$ cat src/rtl/seq_det_pkg.sv
// Shared types and defaults for the seq_det_ctrl serial pattern detector.
package seq_det_pkg;

  localparam int DEF_MAX_LEN = 8;
  localparam int DEF_CNT_W   = 16;
  localparam int DEF_LEN_W   = $clog2(DEF_MAX_LEN + 1);

  typedef enum logic [1:0] {
    IDLE,
    RUN,
    DONE
  } seq_state_e;

  typedef struct packed {
    logic [DEF_MAX_LEN-1:0] pattern;
    logic [DEF_LEN_W-1:0]   len;
    logic                   overlap;
    logic [DEF_CNT_W-1:0]   window;
  } seq_cfg_t;

endpackage

$ cat src/rtl/seq_det_ctrl_if.sv
// Control/config/data bundle for seq_det_ctrl. SEQ_DET_FIRST_IDX_EN adds first_idx.
interface seq_det_ctrl_if
  import seq_det_pkg::*;
#(
  parameter int MAX_LEN = DEF_MAX_LEN,
  parameter int CNT_W   = DEF_CNT_W,
  parameter int LEN_W   = $clog2(MAX_LEN + 1)
);
  logic               start;
  logic               abort;
  logic [MAX_LEN-1:0] cfg_pattern;
  logic [LEN_W-1:0]   cfg_len;
  logic               cfg_overlap;
  logic [CNT_W-1:0]   cfg_window;
  logic               in_valid;
  logic               in;
  logic               out;
  logic               busy;
  logic               done;
  logic               cfg_err;
  logic [CNT_W-1:0]   match_cnt;
`ifdef SEQ_DET_FIRST_IDX_EN
  logic [CNT_W-1:0]   first_idx;
`endif

  modport master (
    output start, abort, cfg_pattern, cfg_len, cfg_overlap, cfg_window, in_valid, in,
`ifdef SEQ_DET_FIRST_IDX_EN
    input  first_idx,
`endif
    input  out, busy, done, cfg_err, match_cnt
  );

  modport slave (
    input  start, abort, cfg_pattern, cfg_len, cfg_overlap, cfg_window, in_valid, in,
`ifdef SEQ_DET_FIRST_IDX_EN
    output first_idx,
`endif
    output out, busy, done, cfg_err, match_cnt
  );
endinterface

$ cat src/rtl/seq_match_core.sv
// Shift history, fill tracking and length-masked pattern compare; hit is combinational per shifted bit.
module seq_match_core #(
  parameter int MAX_LEN = 8,
  parameter int LEN_W   = $clog2(MAX_LEN + 1)
) (
  input  logic               clk,
  input  logic               rst,
  input  logic               clear,
  input  logic               shift_en,
  input  logic               din,
  input  logic [MAX_LEN-1:0] pattern,
  input  logic [LEN_W-1:0]   len,
  input  logic               overlap,
  output logic               hit
);
  logic [MAX_LEN-1:0] hist, hist_nx, mask;
  logic [LEN_W-1:0]   fill, fill_nx;

  always_comb begin
    hist_nx = {hist[MAX_LEN-2:0], din};
    fill_nx = (fill == len) ? fill : fill + 1'b1;
    mask    = '0;
    for (int unsigned i = 0; i < MAX_LEN; i++) begin
      if (i < 32'(len)) mask[i] = 1'b1;
    end
    hit = shift_en && (fill_nx == len) && (((hist_nx ^ pattern) & mask) == '0);
  end

  // Non-overlapping mode restarts the fill so the next match needs len fresh bits.
  always_ff @(posedge clk) begin
    if (rst || clear) begin
      hist <= '0;
      fill <= '0;
    end else if (shift_en) begin
      hist <= hist_nx;
      fill <= (hit && !overlap) ? '0 : fill_nx;
    end
  end
endmodule

$ cat src/rtl/seq_det_ctrl.sv
// Run controller for the programmable serial pattern detector. Optional SEQ_DET_FIRST_IDX_EN adds first_idx.
module seq_det_ctrl
  import seq_det_pkg::*;
#(
  parameter int MAX_LEN = DEF_MAX_LEN,
  parameter int CNT_W   = DEF_CNT_W,
  parameter int LEN_W   = $clog2(MAX_LEN + 1)
) (
  input logic           clk,
  input logic           rstn,
  seq_det_ctrl_if.slave bus
);
  seq_state_e       state, state_nx;
  seq_cfg_t         cfg_q;
  logic [CNT_W-1:0] bit_cnt, bit_nx, match_cnt_q;
  logic             out_q, err_q;
  logic             cfg_ok, start_ok, start_bad, consume, hit;

  assign bit_nx = bit_cnt + 1'b1;
  assign cfg_ok = (bus.cfg_len != '0) && (bus.cfg_len <= LEN_W'(MAX_LEN)) && (bus.cfg_window != '0);

  always_ff @(posedge clk) begin
    if (rstn) state <= IDLE;
    else      state <= state_nx;
  end

  // abort wins over the window end; a bit presented with abort is dropped.
  always_comb begin
    state_nx  = state;
    start_ok  = 1'b0;
    start_bad = 1'b0;
    consume   = 1'b0;
    case (state)
      IDLE: begin
        if (bus.start) begin
          if (cfg_ok) begin
            start_ok = 1'b1;
            state_nx = RUN;
          end else begin
            start_bad = 1'b1;
          end
        end
      end
      RUN: begin
        if (bus.abort) begin
          state_nx = IDLE;
        end else if (bus.in_valid) begin
          consume = 1'b1;
          if (bit_nx == cfg_q.window) state_nx = DONE;
        end
      end
      DONE:    state_nx = IDLE;
      default: state_nx = IDLE;
    endcase
  end

  seq_match_core #(
    .MAX_LEN (MAX_LEN),
    .LEN_W   (LEN_W)
  ) u_core (
    .clk      (clk),
    .rst      (rstn),
    .clear    (start_ok),
    .shift_en (consume),
    .din      (bus.in),
    .pattern  (MAX_LEN'(cfg_q.pattern)),
    .len      (LEN_W'(cfg_q.len)),
    .overlap  (cfg_q.overlap),
    .hit      (hit)
  );

  always_ff @(posedge clk) begin
    if (rstn) begin
      cfg_q       <= '0;
      bit_cnt     <= '0;
      match_cnt_q <= '0;
      out_q       <= 1'b0;
      err_q       <= 1'b0;
    end else begin
      out_q <= hit;
      err_q <= start_bad;
      if (start_ok) begin
        cfg_q.pattern <= DEF_MAX_LEN'(bus.cfg_pattern);
        cfg_q.len     <= DEF_LEN_W'(bus.cfg_len);
        cfg_q.overlap <= bus.cfg_overlap;
        cfg_q.window  <= DEF_CNT_W'(bus.cfg_window);
        bit_cnt       <= '0;
        match_cnt_q   <= '0;
      end
      if (consume) bit_cnt <= bit_nx;
      if (hit && (match_cnt_q != '1)) match_cnt_q <= match_cnt_q + 1'b1;
    end
  end

`ifdef SEQ_DET_FIRST_IDX_EN
  logic [CNT_W-1:0] first_idx_q;

  // Bit positions are 1-based, so zero doubles as "no match yet".
  always_ff @(posedge clk) begin
    if (rstn || start_ok)                 first_idx_q <= '0;
    else if (hit && (first_idx_q == '0)) first_idx_q <= bit_nx;
  end

  assign bus.first_idx = first_idx_q;
`endif

  assign bus.out       = out_q;
  assign bus.busy      = (state == RUN);
  assign bus.done      = (state == DONE);
  assign bus.cfg_err   = err_q;
  assign bus.match_cnt = match_cnt_q;
endmodule

$ cat src/flat_wrapper.sv
// flat-port wrapper written by rule: the top's interface ports become plain ports
module seq_det_ctrl_flat import seq_det_pkg::*;
#(
  parameter int MAX_LEN = DEF_MAX_LEN,
  parameter int CNT_W   = DEF_CNT_W,
  parameter int LEN_W   = $clog2(MAX_LEN + 1)
)
  (clk, rstn, bus_start, bus_abort, bus_cfg_pattern, bus_cfg_len, bus_cfg_overlap, bus_cfg_window, bus_in_valid, bus_in, bus_out, bus_busy, bus_done, bus_cfg_err, bus_match_cnt);
  seq_det_ctrl_if #(.MAX_LEN(MAX_LEN), .CNT_W(CNT_W), .LEN_W(LEN_W)) bus_i ();
  input logic clk;
  input logic rstn;
  input wire logic [$bits(bus_i.start)-1:0] bus_start;
  input wire logic [$bits(bus_i.abort)-1:0] bus_abort;
  input wire logic [$bits(bus_i.cfg_pattern)-1:0] bus_cfg_pattern;
  input wire logic [$bits(bus_i.cfg_len)-1:0] bus_cfg_len;
  input wire logic [$bits(bus_i.cfg_overlap)-1:0] bus_cfg_overlap;
  input wire logic [$bits(bus_i.cfg_window)-1:0] bus_cfg_window;
  input wire logic [$bits(bus_i.in_valid)-1:0] bus_in_valid;
  input wire logic [$bits(bus_i.in)-1:0] bus_in;
  output wire logic [$bits(bus_i.out)-1:0] bus_out;
  output wire logic [$bits(bus_i.busy)-1:0] bus_busy;
  output wire logic [$bits(bus_i.done)-1:0] bus_done;
  output wire logic [$bits(bus_i.cfg_err)-1:0] bus_cfg_err;
  output wire logic [$bits(bus_i.match_cnt)-1:0] bus_match_cnt;
  assign bus_i.start = bus_start;
  assign bus_i.abort = bus_abort;
  assign bus_i.cfg_pattern = bus_cfg_pattern;
  assign bus_i.cfg_len = bus_cfg_len;
  assign bus_i.cfg_overlap = bus_cfg_overlap;
  assign bus_i.cfg_window = bus_cfg_window;
  assign bus_i.in_valid = bus_in_valid;
  assign bus_i.in = bus_in;
  assign bus_out = bus_i.out;
  assign bus_busy = bus_i.busy;
  assign bus_done = bus_i.done;
  assign bus_cfg_err = bus_i.cfg_err;
  assign bus_match_cnt = bus_i.match_cnt;
  seq_det_ctrl #(.MAX_LEN(MAX_LEN), .CNT_W(CNT_W), .LEN_W(LEN_W)) u_core (.clk(clk), .rstn(rstn), .bus(bus_i));
endmodule
$ cat config.mk
export PLATFORM = sky130hd
export DESIGN_NAME = seq_det_ctrl_flat
export DESIGN_NICKNAME = d
export VERILOG_FILES = /design/src/rtl/seq_det_pkg.sv /design/src/rtl/seq_det_ctrl_if.sv /design/src/rtl/seq_match_core.sv /design/src/rtl/seq_det_ctrl.sv /design/src/flat_wrapper.sv
export SDC_FILE = /design/constraint.sdc
export NUM_CORES = 1
export LEC_CHECK = 0
export ABC_AREA = 1
export CAP_MARGIN = 20
export CELL_PAD_IN_SITES_DETAIL_PLACEMENT = 0
export CELL_PAD_IN_SITES_GLOBAL_PLACEMENT = 1
export CORE_MARGIN = 2
export CORE_UTILIZATION = 35
export DETAILED_ROUTE_END_ITERATION = 7
export GPL_ROUTABILITY_DRIVEN = 1
export GPL_TIMING_DRIVEN = 0
export HOLD_SLACK_MARGIN = 0.15
export PLACE_DENSITY_LB_ADDON = 0.05
export SYNTH_ARGS = -nofsm -noshare
export SYNTH_HDL_FRONTEND = slang
export SYNTH_SLANG_ARGS = --single-unit
$ cat constraint.sdc
create_clock -name clk -period 1.85 [get_ports clk]
set_input_delay 0.2775 -clock clk [delete_from_list [all_inputs] [get_ports clk]]
set_output_delay 0.2775 -clock clk [all_outputs]
set_load 0.01 [all_outputs]
==> flow_summary.ini <==
; flow metrics
[status]
status = complete, but fails checks
violations = setup timing

[setup_path]
critical_path_class = reg -> reg
r2r-start = u_core.cfg_q[18]
crit_fanout = 7
end_kind = register
start_kind = register
path_cells = inv_4 > nand2_4 > nand2_4 > nor2_4 > nand2_4 > nand2_4 > nand2_4 > nand2_4 > nand2_4 > nor2_8 > nand3_4 > clkbuf_16 > a21oi_2 > nor2_1
critPathSlowestCell = dfxtp_4
crit_top_cell = nand2_4
critPathArrivalTime_ns = 2.13
crit_required_ns = 2.09

[pwr]
peakVddDrop_v = 0.000500
design_power_total_mw = 4.42
powerDensity_nw_per_um2 = 671

[clock_tree]
insertion_delay_ns = 0.35
cts-buffers-inserted = 9
root_buffer = clkbuf_16
post_cts.repair.setup_buffers = 17
h-tree-depth = 3

[floorplan]
rows = 40
io_pins = 55
core-area_um2 = 12100
tap_cells = 168
dieHeight_um = 115
initCoreUtil_pct = 36.0

[grt]
grt_pass1_wl_um = 21500
grt_overflow = 0

[synthesis]
avgSynthCellArea_um2 = 6.42
synth_area_um2 = 4340
synthAdderAreaFrac_pct = 0.865
edf_count = 0
simple_gate_share_pct = 36.2
yosysCellCount = 676
synth_top_area_share_pct = 35.1
mux_area_share_pct = 0
top_cells_by_area = dfxtp_1, nand2_1, a21oi_1
common_cells = nand2_1, inv_1, dfxtp_1, a21oi_1, nand3_1
synthFlopType = dfxtp_1
synth_cells = 676
logic_family = simple AND/OR/NAND/NOR gates

[final_timing]
tns_ns = -0.0640
final.setup.worst_slack_ns = -0.0403
rsz0062_at_grt = true
post-route-min-period_ns = 1.89
setup_viol = 3
clock_skew_ns = 0.00643
fin_crit_sh_pct = 102
final-max-slew-violation-count = 0
hold_violations = 0
relSlewSlack_pct = 52.8
tightest_slew_ns = 0.708

[placement]
io_buffers = 53
postPlaceCellArea_um2 = 5080
gp_congestion = 0.864
place_inst = 897

[final_layout]
largest_cell_class = multi-input combinational cells
n_antenna_cell = 0
lay_top_cells = nand2_1, inv_1, a21oi_1, dfxtp_1, clkdlybuf4s50_1
clock_buffers = 12
nNetsFinal = 817
final_layout_size_suffix_gt1_share_pct = 25.9
clk_share_pct = 4.85
seq_cells = 76
num-nonclk-buffers = 111
num-multi-input-gates = 489

[route]
drtIter0Drc = 304
remaining_drc_errors = 0
met1Wirelength_um = 6820
wl_met3_um = 610
routed.top_layer = met4
wl_met2_um = 6600
ant_nets = 0

[min_path]
hp-start = bus_in
[registers in the layout, summed over array words and instances (netlist names)]
register              flops
u_core.bus.match_cnt     16
u_core.u_core.hist        7
u_core.bus.cfg_err        1
u_core.bit_cnt           16
u_core.cfg_q             29
u_core.u_core.fill        4
u_core.bus.out            1
u_core.state              2
[final timing paths]
check	to	slack [ns]	depth (start not counted)
setup reg to reg	u_core.bus.match_cnt[0]	-0.04	14
setup / recovery	u_core.bus.match_cnt[0]	-0.04	14
hold / removal	u_core.u_core.hist[0]	0.25	3
hold reg to reg	u_core.cfg_q[16]	0.46	2
[where the power goes]
group	switching (mW)	internal, mW	total, mW	leakage [nW]
combinational	0.406	0.335	0.741	1.84
clock	0.732	1.22	1.95	0.153
sequential	0.0411	1.69	1.73	0.629
total	1.18	3.24	4.42	2.62
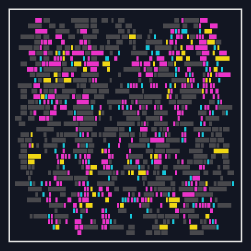
Fig. 1. Logic cells by family.
Scale: 2 px per um.
[inverters] cyan | cells: 92 | where: widely spread
[NOR gates] yellow | cells: 68 | where: widely spread
[NAND gates] magenta | cells: 282 | where: widely spread
fin cells: 952
most frequent logic cell in the layout: nand2_1
combinational share of cell area: 44.5%

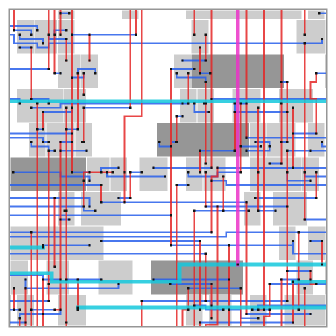
Fig. 2. Close-up of the layout.
Region (45, 22) to (70, 47) um. Cells in gray, sequential cells in the stronger gray; small squares are vias.
[met2] red
[met1] blue
[met3] cyan
[met4] magenta
sequential cells in the window: 4
most frequent: nand2_1 (11), inv_1 (5), dfxtp_1 (4)
netlist names of flops here include: u_core.bit_cnt (2), u_core.state (2)
cells with their middle in the window: 47

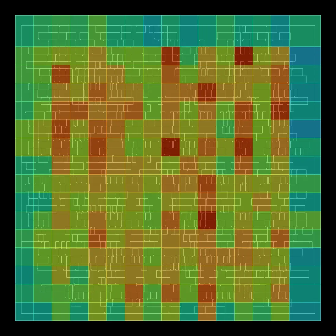
Fig. 3. Track usage over the die.
grt met1 use: 28.9%
busiest metal layer after global routing: met2
WL/cell: 14.9 um
Global Route Usage Sum: 21.0%

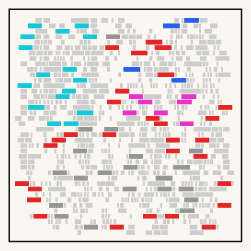
Fig. 4. Where the registers sit.
Scale: 2 px per um.
[u_core.cfg_q] red | placed flops: 29 | where: widely spread
[u_core.u_core.hist] magenta | placed flops: 7
[u_core.bus.match_cnt] cyan | placed flops: 16
[u_core.u_core.fill] blue | placed flops: 4
Seq group: 1.73 mW
Final Core Density: 54.6%
Reg area: 1570 um^2
sequential share of cell area: 23.8%

Power is estimated from default activity; no workload was simulated.
